### Track usage over the die

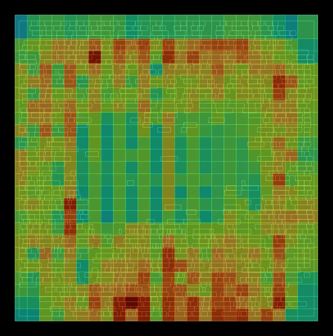
### Clock wires, drivers and flops

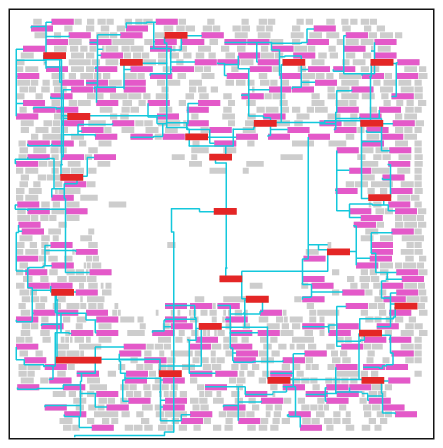
### src/rtl/alu_pkg.sv
// Shared ALU definitions: op classes, flag bit positions and opcode widths.
package alu_pkg;
   localparam int SHIFT_OPCODE_WIDTH = 2;
   localparam int LOGIC_OPCODE_WIDTH = 3;

   typedef enum logic [2:0] {
      OP_ADD   = 3'd0,
      OP_SUB   = 3'd1,
      OP_ADC   = 3'd2,
      OP_SBC   = 3'd3,
      OP_SHIFT = 3'd4,
      OP_LOGIC = 3'd5,
      OP_CMP   = 3'd6,
      OP_RSVD  = 3'd7
   } alu_op_class_e;

   // Bit positions within the {N,Z,C,V} flag vector
   localparam int FLAG_N = 3;
   localparam int FLAG_Z = 2;
   localparam int FLAG_C = 1;
   localparam int FLAG_V = 0;

   // Classes whose carry/overflow are architecturally meaningful
   function automatic logic op_uses_carry(input alu_op_class_e c);
      return (c == OP_ADD) || (c == OP_SUB) || (c == OP_ADC) ||
             (c == OP_SBC) || (c == OP_CMP);
   endfunction

   function automatic logic op_writes_back(input alu_op_class_e c);
      return (c != OP_CMP) && (c != OP_RSVD);
   endfunction
endpackage

### src/rtl/alu_flag_gen.sv
// Retire-side result selection and {N,Z,C,V} generation from the raw ALU outputs.
module alu_flag_gen
   import alu_pkg::*;
#(
   parameter int DATA_WIDTH = 64
) (
   input  alu_op_class_e         op_class,
   input  logic [DATA_WIDTH-1:0] alu_result,
   input  logic                  alu_carry,
   input  logic                  alu_overflow,
   output logic [DATA_WIDTH-1:0] result,
   output logic                  wb_en,
   output logic                  illegal,
   output logic [3:0]            flags
);
   logic [DATA_WIDTH-1:0] zn_value;

   always_comb begin
      wb_en    = op_writes_back(op_class);
      illegal  = (op_class == OP_RSVD);
      result   = wb_en ? alu_result : '0;
      // CMP discards its result but still reports N/Z of the difference
      zn_value = (op_class == OP_CMP) ? alu_result : result;
      flags         = '0;
      flags[FLAG_N] = zn_value[DATA_WIDTH-1];
      flags[FLAG_Z] = (zn_value == '0);
      if (op_uses_carry(op_class)) begin
         flags[FLAG_C] = alu_carry;
         flags[FLAG_V] = alu_overflow;
      end
   end
endmodule

### src/rtl/alu_issue_stage.sv
// Two-entry issue/retire stage around an external combinational ALU, with an
// architectural carry flag feeding ADC/SBC chains at full throughput.
module alu_issue_stage
   import alu_pkg::*;
#(
   parameter int DATA_WIDTH = 64,
   parameter int SHIFT_AMT  = $clog2(DATA_WIDTH)
) (
   input  logic                          clk,
   input  logic                          rst_n,
   input  logic                          flush,
   input  logic                          in_valid,
   output logic                          in_ready,
   input  logic [2:0]                    in_op_class,
   input  logic [SHIFT_OPCODE_WIDTH-1:0] in_shift_mode,
   input  logic [LOGIC_OPCODE_WIDTH-1:0] in_logic_opcode,
   input  logic [DATA_WIDTH-1:0]         in_a,
   input  logic [DATA_WIDTH-1:0]         in_b,
   input  logic [SHIFT_AMT-1:0]          in_shift_amt,
   output logic                          alu_add_sub_mode,
   output logic [SHIFT_OPCODE_WIDTH-1:0] alu_shift_mode,
   output logic [LOGIC_OPCODE_WIDTH-1:0] alu_logic_opcode,
   output logic [SHIFT_AMT-1:0]          alu_shift_amt,
   output logic [DATA_WIDTH-1:0]         alu_data_a,
   output logic [DATA_WIDTH-1:0]         alu_data_b,
   output logic                          alu_carry_in,
   input  logic [DATA_WIDTH-1:0]         alu_data_out,
   input  logic                          alu_carry_out,
   input  logic                          alu_overflow,
   output logic                          out_valid,
   input  logic                          out_ready,
   output logic [DATA_WIDTH-1:0]         out_data,
   output logic                          out_wb_en,
   output logic [3:0]                    out_flags,
   output logic                          out_illegal,
   output logic                          carry_flag
);
   alu_op_class_e         in_class, e_class;
   logic                  e_valid, e_carry_op;
   logic                  advance, accept, xfer;
   logic [DATA_WIDTH-1:0] fg_result;
   logic                  fg_wb_en, fg_illegal;
   logic [3:0]            fg_flags;

   assign in_class = alu_op_class_e'(in_op_class);
   assign advance  = !out_valid || out_ready;
   assign in_ready = !e_valid || advance;
   assign accept   = in_valid && in_ready;
   assign xfer     = e_valid && advance;

   // Live carry_flag lets an ADC entering E see its predecessor's carry with no bubble
   assign alu_carry_in = e_carry_op & carry_flag;

   always_ff @(posedge clk or negedge rst_n) begin
      if (!rst_n) begin
         e_valid          <= 1'b0;
         e_class          <= OP_ADD;
         e_carry_op       <= 1'b0;
         alu_add_sub_mode <= 1'b0;
         alu_shift_mode   <= '0;
         alu_logic_opcode <= '0;
         alu_shift_amt    <= '0;
         alu_data_a       <= '0;
         alu_data_b       <= '0;
      end else begin
         if (flush)        e_valid <= 1'b0;
         else if (accept)  e_valid <= 1'b1;
         else if (advance) e_valid <= 1'b0;
         if (accept && !flush) begin
            e_class          <= in_class;
            e_carry_op       <= (in_class == OP_ADC) || (in_class == OP_SBC);
            alu_add_sub_mode <= (in_class == OP_SUB) || (in_class == OP_SBC) ||
                                (in_class == OP_CMP);
            alu_shift_mode   <= in_shift_mode;
            alu_logic_opcode <= in_logic_opcode;
            alu_shift_amt    <= in_shift_amt;
            alu_data_a       <= in_a;
            alu_data_b       <= in_b;
         end
      end
   end

   alu_flag_gen #(.DATA_WIDTH(DATA_WIDTH)) u_flag_gen (
      .op_class     (e_class),
      .alu_result   (alu_data_out),
      .alu_carry    (alu_carry_out),
      .alu_overflow (alu_overflow),
      .result       (fg_result),
      .wb_en        (fg_wb_en),
      .illegal      (fg_illegal),
      .flags        (fg_flags)
   );

   always_ff @(posedge clk or negedge rst_n) begin
      if (!rst_n) begin
         out_valid   <= 1'b0;
         out_data    <= '0;
         out_wb_en   <= 1'b0;
         out_flags   <= '0;
         out_illegal <= 1'b0;
         carry_flag  <= 1'b0;
      end else if (flush) begin
         out_valid  <= 1'b0;
         carry_flag <= 1'b0;
      end else begin
         if (advance) out_valid <= e_valid;
         if (xfer) begin
            out_data    <= fg_result;
            out_wb_en   <= fg_wb_en;
            out_flags   <= fg_flags;
            out_illegal <= fg_illegal;
            if (op_uses_carry(e_class)) carry_flag <= alu_carry_out;
         end
      end
   end
endmodule
### config.mk
export PLATFORM = sky130hd
export DESIGN_NAME = alu_issue_stage
export DESIGN_NICKNAME = d
export VERILOG_FILES = /design/src/rtl/alu_pkg.sv /design/src/rtl/alu_flag_gen.sv /design/src/rtl/alu_issue_stage.sv
export SDC_FILE = /design/constraint.sdc
export NUM_CORES = 1
export LEC_CHECK = 0
export CAP_MARGIN = 20
export CORE_AREA = 2 2 168 170
export CTS_BUF_LIST = sky130_fd_sc_hd__clkbuf_16
export DETAILED_ROUTE_END_ITERATION = 10
export DIE_AREA = 0 0 170 172
export GPL_TIMING_DRIVEN = 0
export PLACE_DENSITY = 0.66
export SYNTH_ARGS = -nofsm -noshare
export SYNTH_HDL_FRONTEND = slang
export SYNTH_SLANG_ARGS = --single-unit
export TNS_END_PERCENT = 100
### constraint.sdc
create_clock -name clk -period 1.65 [get_ports clk]
set_input_delay 0.33 -clock clk [delete_from_list [all_inputs] [get_ports clk]]
set_output_delay 0.33 -clock clk [all_outputs]
set_load 0.01 [all_outputs]
==> reports/results.tsv <==
stage	metric	value	unit
final_layout	antenna_cells	1	
setup_path	cp.arrival	2.20	ns
final_layout	logic_gates	263	
final_timing	finalWorstSetupSlack	-0.1110	ns
place	gp_congestion	0.8345	
outcome	violations	setup timing	
synth	fa_ha_area_share	0	%
synth	synth_flops	217	
clock_tree	htreeDepth	1	
global_routing	antenna_found_initial	1	
setup_path	cp_max_fo	9	
final_timing	hold_violations	0	
power	p_int	11.37	mW
setup_path	cp_cell_sequence	nor2b_4, buf_6, or3_4, a21oi_4, buf_12, clkbuf_16, a22o_1	
synth	area_leaders	dfrtp_1, mux2_2, a22o_1	
final_timing	setup_viol	139	
synth	flop_cell	dfrtp_1	
clock_tree	numCtsBuffers	25	
power	power_density	1061	nW/um^2
worst_hold_path	whs_endpoint	out_data[45]$_DFFE_PN0P_	
final_layout	flop-count	217	
synth	yosysCellCount	514	
synth	ys_seq_share	66.50	%
final_layout	mostFrequentLayoutCell	dfrtp_1	
setup_path	crit_start	out_valid$_DFFE_PN0P_	
routing	via_count	6409	
global_routing	grt_pass1_vias	6500	
setup_path	start_kind	flop	
global_routing	grt_max_degree	115	
power	p_sw_share	27.04	%
final_layout	final-clk-cell-share	4.753	%
place	post_dp_cell_area	12910	um^2
setup_path	critPathMaxStageDelay	0.39	ns
synth	synthTopCellsByCount	dfrtp_1, mux2_2, a22o_1	
final_layout	nClkBuffers	25	
final_layout	postLayoutCellArea	14690	um^2
synth	synth_top_area_share	66.50	%
synth	syn_nets	727	
clock_tree	cts.sinks	217	
worst_hold_path	hold_depth	2	
outcome	status	complete, but fails checks	
floorplan	rows	61	
power	ir_drop	0.6664	mV
global_routing	grt_overflow	0	
Back to the opening pictures, 'Track usage over the die':
WL per Instance: 20.62 um
Finished Core Util: 53.46%
GRT Overall Usage: 16.85%
met2 Use GR: 29.12%
Global Route met1 Usage: 20.97%

Back to the opening pictures, 'Clock wires, drivers and flops':
[clock wires] cyan | length: 2980 um
[flip-flops] magenta | count: 217
[clock-net drivers] red | count: 25
flops lie	spread over the die
routed clock nets	26
Clk. pwr: 4.84 mW
Final Skew: 0.01460 ns
clk_lat worst skew: 0.51 ns
clock share of power: 31.0%

power groups by stage:
stage	combinational [mW]	clock, mW	sequential, mW
floorplan	0.979	0	7.14
global placement	4.12	0	6.73
CTS	3.72	5.00	6.64
detailed placement	4.15	0	6.75
global route	4.33	5.18	6.78
finish	4.08	4.84	6.67
sequential cells by signal, summed over array words and instances, names as in the netlist:
name,cells
out_valid,1
out_flags,4
e_class,3
e_valid,1
alu_data_a,64
alu_logic_opcode,3
alu_data_b,64
out_data,64
out_illegal,1
alu_shift_amt,6
carry_flag,1
out_wb_en,1
alu_add_sub_mode,1
e_carry_op,1
alu_shift_mode,2
repair_timing:
| item | in CTS | in global routing |
|---|---|---|
| hold endpoints to repair | 103 | 0 |
| gates cloned | 0 | 19 |
| pin swaps | 1 | 13 |
| buffers inserted | 1 | 15 |
| endpoints found under the setup margin | 424 | 306 |
| hold buffers | 1 | 0 |
| resized | 302 | 140 |
stage by stage:
stage	setup slack, ns	hold WS (ns)	std cells	TNS, ns	power (mW)
2_1_floorplan	0.02314	0.03441	514	0	8.119
3_3_place_gp	-9.351	0.4613	1286	-2141.10	10.84
3_5_place_dp	-0.6711	0.4159	1287	-121.55	10.89
4_1_cts	-0.1642	0.3573	1331	-3.694	15.37
5_1_grt	-0.2014	0.2387	1362	-26.87	16.29
6_report	-0.1110	0.2296	1363	-7.674	15.59
cell families after synthesis:
group,count (synthesis)
flops,217
buf+inv,34
compound gates,73
mux,145
simple gates,45
metal layers:
layer	track usage, %	wire [um]	share of wire (%)	vias up
li1	-	-	-	2879
met1	20.97	11480	41	3231
met2	29.12	14020	50	252
met3	4.417	1965	7.0	47
met4	4.571	646	2.3	0
met5	0	0	0	-
Power is estimated from default activity; no workload was simulated.
